Fig. 1: cell sizes after repair
Drawn at 2 px/µm.
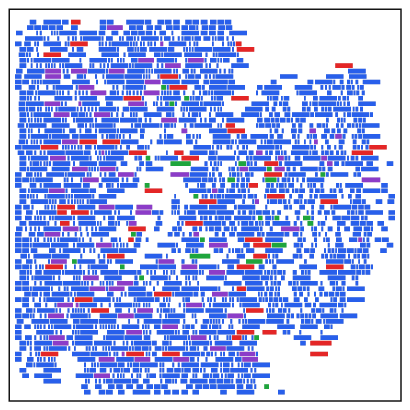
Fig. 2: ports around the boundary
Drawn at 2 px/µm. Pins as bars across the die edge, other pins in grey.
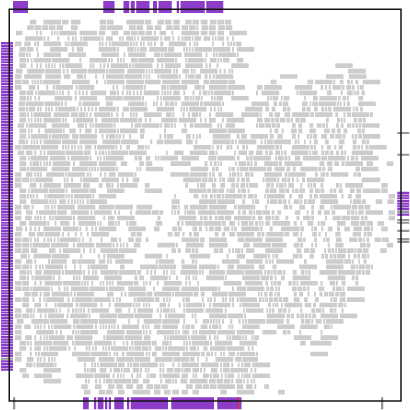
Fig. 3: wiring by layer
Drawn at 2 px/µm. Only two layers are drawn.
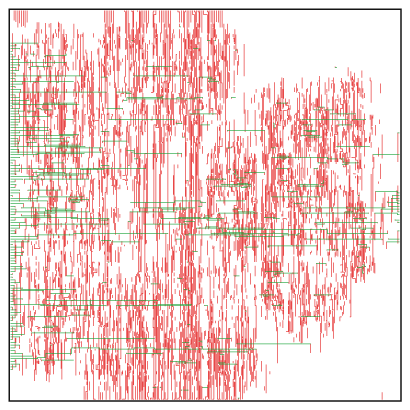
Fig. 4: nets reached from selected ports
Drawn at 1.5 px/µm.
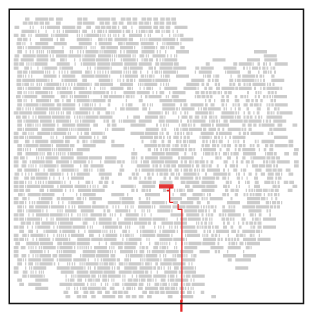
Fig. 5: cell placement
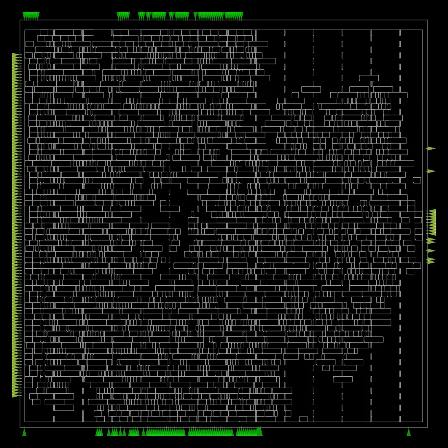
## src/rtl/spi_lcd_stream.sv

```systemverilog
// SPI mode-0 LCD streamer: panel power/wake sequence, init ROM playback, then RAMWR
// frames assembled from BUS_WIDTH-bit pixel words pulled with a ready/valid handshake.
module spi_lcd_stream #(
    parameter int unsigned CLK_DIV      = 1,
    parameter int unsigned STARTUP_WAIT = 2700000,
    parameter int unsigned RESET_WAIT   = 5400000,
    parameter int unsigned BUS_WIDTH    = 256,
    parameter int unsigned FRAME_BYTES  = 64800,
    parameter int unsigned INIT_LEN     = 16,
    parameter logic [9*INIT_LEN-1:0] INIT_ROM = {
        9'h1EF, 9'h100, 9'h100, 9'h100, 9'h02B, 9'h186, 9'h100, 9'h100,
        9'h100, 9'h02A, 9'h029, 9'h021, 9'h105, 9'h03A, 9'h100, 9'h036},
    parameter int unsigned AUTO_START   = 1
) (
    input  logic                 t_clk,
    input  logic                 t_rst,
    output logic                 spi_mclk,
    output logic                 spi_mosi,
    output logic                 spi_cs,
    output logic                 spi_rs,
    output logic                 spi_reset,
    input  logic [BUS_WIDTH-1:0] buffer,
    input  logic                 bufferDA,
    output logic                 bufferRtR,
    input  logic                 frame_start,
    output logic                 frame_done,
    output logic                 busy
);
    localparam int unsigned NB    = BUS_WIDTH / 8;
    localparam int unsigned IDX_W = (NB > 1) ? $clog2(NB) : 1;

    typedef enum logic [3:0] {
        StPower, StWake, StWakeWait, StInitLoad, StSend,
        StInitNext, StIdle, StRamwr, StFill, StStream
    } state_e;
    typedef enum logic [1:0] {RetWake, RetInit, RetRamwr} ret_e;

    state_e               state_q, state_d;
    ret_e                 ret_q, ret_d;
    logic [31:0]          cnt_q, cnt_d;
    logic [15:0]          div_q, div_d;
    logic [2:0]           bit_q, bit_d;
    logic                 phase_q, phase_d;
    logic [7:0]           shift_q, shift_d;
    logic [5:0]           init_idx_q, init_idx_d;
    logic [23:0]          byte_cnt_q, byte_cnt_d;
    logic [BUS_WIDTH-1:0] word_q, word_d;
    logic [IDX_W-1:0]     word_idx_q, word_idx_d;
    logic                 mclk_q, mclk_d, mosi_q, mosi_d, cs_q, cs_d, rs_q, rs_d;
    logic                 lcd_rst_q, lcd_rst_d, done_q, done_d;
    logic                 start_byte, byte_end;
    logic [7:0]           start_val;

    always_ff @(posedge t_clk or posedge t_rst) begin
        if (t_rst) begin
            state_q    <= StPower;
            ret_q      <= RetWake;
            cnt_q      <= '0;
            div_q      <= '0;
            bit_q      <= '0;
            phase_q    <= 1'b0;
            shift_q    <= '0;
            init_idx_q <= '0;
            byte_cnt_q <= '0;
            word_q     <= '0;
            word_idx_q <= '0;
            mclk_q     <= 1'b0;
            mosi_q     <= 1'b1;
            cs_q       <= 1'b1;
            rs_q       <= 1'b1;
            lcd_rst_q  <= 1'b0;
            done_q     <= 1'b0;
        end else begin
            state_q    <= state_d;
            ret_q      <= ret_d;
            cnt_q      <= cnt_d;
            div_q      <= div_d;
            bit_q      <= bit_d;
            phase_q    <= phase_d;
            shift_q    <= shift_d;
            init_idx_q <= init_idx_d;
            byte_cnt_q <= byte_cnt_d;
            word_q     <= word_d;
            word_idx_q <= word_idx_d;
            mclk_q     <= mclk_d;
            mosi_q     <= mosi_d;
            cs_q       <= cs_d;
            rs_q       <= rs_d;
            lcd_rst_q  <= lcd_rst_d;
            done_q     <= done_d;
        end
    end

    always_comb begin
        state_d    = state_q;
        ret_d      = ret_q;
        cnt_d      = cnt_q;
        div_d      = div_q;
        bit_d      = bit_q;
        phase_d    = phase_q;
        shift_d    = shift_q;
        init_idx_d = init_idx_q;
        byte_cnt_d = byte_cnt_q;
        word_d     = word_q;
        word_idx_d = word_idx_q;
        mclk_d     = mclk_q;
        mosi_d     = mosi_q;
        cs_d       = cs_q;
        rs_d       = rs_q;
        lcd_rst_d  = lcd_rst_q;
        done_d     = 1'b0;
        start_byte = 1'b0;
        start_val  = 8'h00;
        byte_end   = 1'b0;

        // Bit engine: low half then high half per bit; mosi moves only with the falling edge.
        if (state_q == StSend || state_q == StStream) begin
            if (div_q == 16'(CLK_DIV - 1)) begin
                div_d = '0;
                if (!phase_q) begin
                    phase_d = 1'b1;
                    mclk_d  = 1'b1;
                end else if (bit_q == 3'd7) begin
                    byte_end = 1'b1;
                    phase_d  = 1'b0;
                    mclk_d   = 1'b0;
                end else begin
                    phase_d = 1'b0;
                    mclk_d  = 1'b0;
                    bit_d   = bit_q + 3'd1;
                    shift_d = {shift_q[6:0], 1'b0};
                    mosi_d  = shift_q[6];
                end
            end else begin
                div_d = div_q + 16'd1;
            end
        end

        case (state_q)
            StPower: begin
                cnt_d = cnt_q + 32'd1;
                if (cnt_q == STARTUP_WAIT - 1) lcd_rst_d = 1'b1;
                if (cnt_q == 2 * STARTUP_WAIT - 1) begin
                    cnt_d   = '0;
                    rs_d    = 1'b0;
                    state_d = StWake;
                end
            end
            StWake: begin
                start_byte = 1'b1;
                start_val  = 8'h11;
                ret_d      = RetWake;
                state_d    = StSend;
            end
            StWakeWait: begin
                cnt_d = cnt_q + 32'd1;
                if (cnt_q == RESET_WAIT - 1) begin
                    cnt_d      = '0;
                    init_idx_d = '0;
                    rs_d       = INIT_ROM[8];
                    state_d    = StInitLoad;
                end
            end
            StInitLoad: begin
                start_byte = 1'b1;
                start_val  = INIT_ROM[9*init_idx_q +: 8];
                ret_d      = RetInit;
                state_d    = StSend;
            end
            StSend: begin
                if (byte_end) begin
                    cs_d = 1'b1;
                    case (ret_q)
                        RetWake: begin
                            cnt_d   = '0;
                            state_d = StWakeWait;
                        end
                        RetInit: state_d = StInitNext;
                        default: begin
                            rs_d    = 1'b1;
                            state_d = StFill;
                        end
                    endcase
                end
            end
            StInitNext: begin
                // rs is set here, a cycle ahead of the cs fall in StInitLoad.
                if (init_idx_q == 6'(INIT_LEN - 1)) begin
                    state_d = StIdle;
                end else begin
                    init_idx_d = init_idx_q + 6'd1;
                    rs_d       = INIT_ROM[9*(init_idx_q + 6'd1) + 8];
                    state_d    = StInitLoad;
                end
            end
            StIdle: begin
                if (AUTO_START != 0 || frame_start) begin
                    rs_d       = 1'b0;
                    byte_cnt_d = '0;
                    state_d    = StRamwr;
                end
            end
            StRamwr: begin
                start_byte = 1'b1;
                start_val  = 8'h2C;
                ret_d      = RetRamwr;
                state_d    = StSend;
            end
            StFill: begin
                cs_d = 1'b0;
                if (bufferDA) begin
                    word_d     = buffer;
                    word_idx_d = '0;
                    start_byte = 1'b1;
                    start_val  = buffer[7:0];
                    state_d    = StStream;
                end
            end
            StStream: begin
                if (byte_end) begin
                    byte_cnt_d = byte_cnt_q + 24'd1;
                    if (byte_cnt_q == 24'(FRAME_BYTES - 1)) begin
                        cs_d       = 1'b1;
                        done_d     = 1'b1;
                        byte_cnt_d = '0;
                        state_d    = StIdle;
                    end else if (word_idx_q == IDX_W'(NB - 1)) begin
                        state_d = StFill;
                    end else begin
                        word_idx_d = word_idx_q + IDX_W'(1);
                        start_byte = 1'b1;
                        start_val  = word_q[8*(word_idx_q + IDX_W'(1)) +: 8];
                    end
                end
            end
            default: state_d = StPower;
        endcase

        if (start_byte) begin
            shift_d = start_val;
            mosi_d  = start_val[7];
            cs_d    = 1'b0;
            mclk_d  = 1'b0;
            div_d   = '0;
            bit_d   = '0;
            phase_d = 1'b0;
        end
    end

    assign spi_mclk   = mclk_q;
    assign spi_mosi   = mosi_q;
    assign spi_cs     = cs_q;
    assign spi_rs     = rs_q;
    assign spi_reset  = lcd_rst_q;
    assign frame_done = done_q;
    assign bufferRtR  = (state_q == StFill);
    assign busy       = (state_q != StIdle);
endmodule

```

## config.mk

```make
export PLATFORM = sky130hd
export DESIGN_NAME = spi_lcd_stream
export DESIGN_NICKNAME = d
export VERILOG_FILES = /design/src/rtl/spi_lcd_stream.sv
export SDC_FILE = /design/constraint.sdc
export NUM_CORES = 1
export LEC_CHECK = 0
export CORE_MARGIN = 2
export CORE_UTILIZATION = 49
export CTS_CLUSTER_SIZE = 20
export DETAILED_ROUTE_END_ITERATION = 10
export PLACE_DENSITY = 0.82
export SLEW_MARGIN = 0
export SYNTH_ARGS = -nofsm -noshare
export SYNTH_HDL_FRONTEND = slang
export SYNTH_SLANG_ARGS = --single-unit
```

## constraint.sdc

```tcl
create_clock -name t_clk -period 10.1 [get_ports t_clk]
set_input_delay 1.01 -clock t_clk [delete_from_list [all_inputs] [get_ports t_clk]]
set_output_delay 1.01 -clock t_clk [all_outputs]
set_load 0.1 [all_outputs]
```

==> out/summary.json <==
{
  "status": "finished clean",
  "synthDistinctLibCells": 80,
  "p_clk_share_pct": 47.9,
  "die_w_um": 195,
  "fa_ha_area_share_pct": 1.40,
  "avgRoutedWirePerCell_um": 18.1,
  "clkTransAtPathRegs_ns": 0.06,
  "crit_path_end": "bufferRtR",
  "grt_pass1_vias": 15300,
  "worstPathBufferInverterCount": 1,
  "initial_core_util_pct": 50.1,
  "gr-usage-met2_pct": 42.1,
  "synth_top_cell_by_count": "nand2_1",
  "clkSinkCount": 353,
  "synth.mux.area_fraction_pct": 8.97,
  "ys_cells": 1997,
  "syn_nets": 2277,
  "core-area_um2": 35700,
  "layout.buffer.nonclock.area_share_pct": 12.6,
  "critical_path.max_stage_delay_ns": 1.27,
  "share_of_power_burned_in_registers_pct": 47.4,
  "p_leak_nw": 10.6,
  "final_cell_mix": "nand2_1, dfrtp_1, clkdlybuf4s50_1",
  "design.portCount": 268,
  "clockRootBuffer": "clkbuf_16",
  "firstDrtPassIters": 7,
  "layout.cells.most_common": "nand2_1",
  "chip_area_um2": 38100,
  "footprint_of_the_multi_input_gates_um2": 8530,
  "comb_area_share_pct": 38.6,
  "netlist_area_um2": 17900,
  "sequential_share_of_cell_area_pct": 40.0,
  "timing_hold_violations_final": 0,
  "place_hpwl_um": 33800,
  "report.final.setup_viol": 0,
  "cts_buffer_depth": 3,
  "switching_share_pct": 21.7,
  "top_regs": "word_q (248), cnt_q (32), byte_cnt_q (24)",
  "post_synth_and_or_nand_nor_area_fraction_pct": 27.2,
  "synth_top_cell_by_area": "dfrtp_1",
  "preCtsSetupSlack_ns": 5.46,
  "globalRouteOverflowTotal": 0,
  "dr.first_iter.drc_count": 1304,
  "cts.hold.buffers_added": 0,
  "m1WireLength_um": 20000,
  "tightestPinTransition_ns": 1.22,
  "critical_path_end_type": "output pin",
  "crit_path_start": "state_q[1]$_DFFE_PP0P_",
  "final_non_filler_cell_area_um2": 22100,
  "route.antenna.remaining_nets": 0,
  "cells_along_the_critical_path": "nor4b_1 > clkdlybuf4s50_1",
  "grtUsageMet3_pct": 5.65,
  "maxCapViolCount": 0,
  "route.detailed.drc": 0,
  "route.vias.total": 15300,
  "flop_area_um2": 8850,
  "arrival_ns": 3.30,
  "post_synth_main_area_contributors": "dfrtp_1, nand2_1, mux4_2",
  "clock_buffers": 54,
  "timing.critical_path.depth": 2,
  "global_routing_met1_resource_utilization_pct": 33.6,
  "synth-area-yosys_um2": 17900,
  "worstHoldPathCells": 2,
  "layout_setup_ws_ns": 5.79,
  "well_tap_count": 461,
  "diodes": 1,
  "master_of_the_slowest_instance_on_the_critical_path": "clkdlybuf4s50_1",
  "postPlaceCellArea_um2": 20800,
  "timing.clock.skew_ns": 0.0128,
  "area_delta_synth_final_pct": 23.4,
  "grt_setup_unrepaired": "false",
  "drive_gt1_share_pct": 7.23,
  "openroad.warnings": 36,
  "tritoncts": "done",
  "seq_cell_count": 353,
  "pg_seq_w": 0.00141,
  "r2r.worst_path.cells": 6,
  "netlist.area_leader.share_pct": 48.9,
  "r2r_end": "word_q[227]$_DFFE_PP0P_",
  "critPathKind": "flip-flop to output pin",
  "top_area_cell_class": "registers",
  "critical_path.max_fanout": 21,
  "vdd.ir_drop.worst_uv": 114,
  "proportion_of_synthesized_chip_area_in_sequential_cells_pct": 49.4,
  "fin_nets": 2480,
  "min_period_over_period_pct": 42.7,
  "nonClockBufferCount": 279,
  "switchingPower_w": 0.000647,
  "drv_slew": 0,
  "post_cts_resize_count": 0,
  "yosys_most_used_dff": "dfrtp_1",
  "hold_slack_ns": 0.469,
  "fp.dieH_um": 195,
  "place.gp.congestion": 0.890,
  "worst_path_dominant_cell_family": "buffers and inverters",
  "synthArstFlopShare_pct": 100,
  "numSynthFlops": 353,
  "hold_path_endpoint": "word_q[57]$_DFFE_PP0P_",
  "setup_tns_ns": 0,
  "port_buffers": 266,
  "insertion_delay_ns": 0.54,
  "fillerInstances": 2980,
  "placedCellCount": 2620,
  "layout.clock.cell_area_share_pct": 5.82,
  "power_combinational_w": 0.000140,
  "largestPowerGroup": "clock",
  "cell_internal_pwr_w": 0.00233,
  "setup.worst_path.start_class": "flip-flop",
  "cts.repair_timing.setup_buffer_count": 0,
  "antenna_found_initial": 8,
  "yosys_warning_total": 0,
  "largest-register": "word_q",
  "post-layout-total-power_w": 0.00298,
  "cts_made_buffers": 39,
  "max_freq_mhz": 232,
  "ys_top_logic_family": "simple AND/OR/NAND/NOR gates",
  "comb.multi_input.count": 1508,
  "power_density_nw_per_um2": 135,
  "synth-xor-area-share_pct": 2.25,
  "worstReg2RegStart": "state_q[0]$_DFFE_PP0P_",
  "met3WireLength_um": 3550,
  "postSynthCellCount": 1997,
  "minimum_setup_slack_among_reg_to_reg_paths_ns": 6.33,
  "max_ffs_per_register": 248,
  "clock_net_power_w": 0.00143,
  "wire_length_of_the_first_global_routing_pass_um": 78500,
  "busiest_layer": "met2",
  "synth.top_cells.by_count": "nand2_1, dfrtp_1, clkbuf_1, nor2_1, o21ai_0",
  "enable_flop_cells": 0,
  "compound_area_share_pct": 7.77,
  "hold_path.class": "flip-flop to flip-flop",
  "largest_net_degree_at_the_start_of_global_routing": 163,
  "number_of_levels_in_the_clock_h_tree": 2,
  "layout.non_clock_inverters": 19,
  "hold_start": "word_q[57]$_DFFE_PP0P_",
  "grt_util_overall_pct": 25.6,
  "comb_power_share_pct": 4.7
}
## Picture notes: Fig. 1
Purple marks drive 2, cells 81, share 3.6%. Green marks drive 3 to 4, cells 26, share 1.2%. Red marks drive 6 and up, cells 54, share 2.4%. Blue marks drive 1 or less, cells 2067, share 93%.

## Picture notes: Fig. 2
Red marks spi_mosi, pins 1, direction output, edge bottom. Purple marks buffer, pins 256, direction input, edge 120 left, 70 bottom, 58 top, 8 right.
All pins by edge: 121 left, 73 bottom, 58 top, 16 right.

## Picture notes: Fig. 3
Red marks met2, wire length 23.4 mm. Green marks met3, wire length 3550 µm.

## Picture notes: Fig. 4
Red marks spi_mosi, direction output, end cells 1, buffers 1, wire 84.0 µm.

## Picture notes: Fig. 5
Rows: 69
number of cells in the finished layout apart from fillers: 2690
Util after Layout: 61.8%

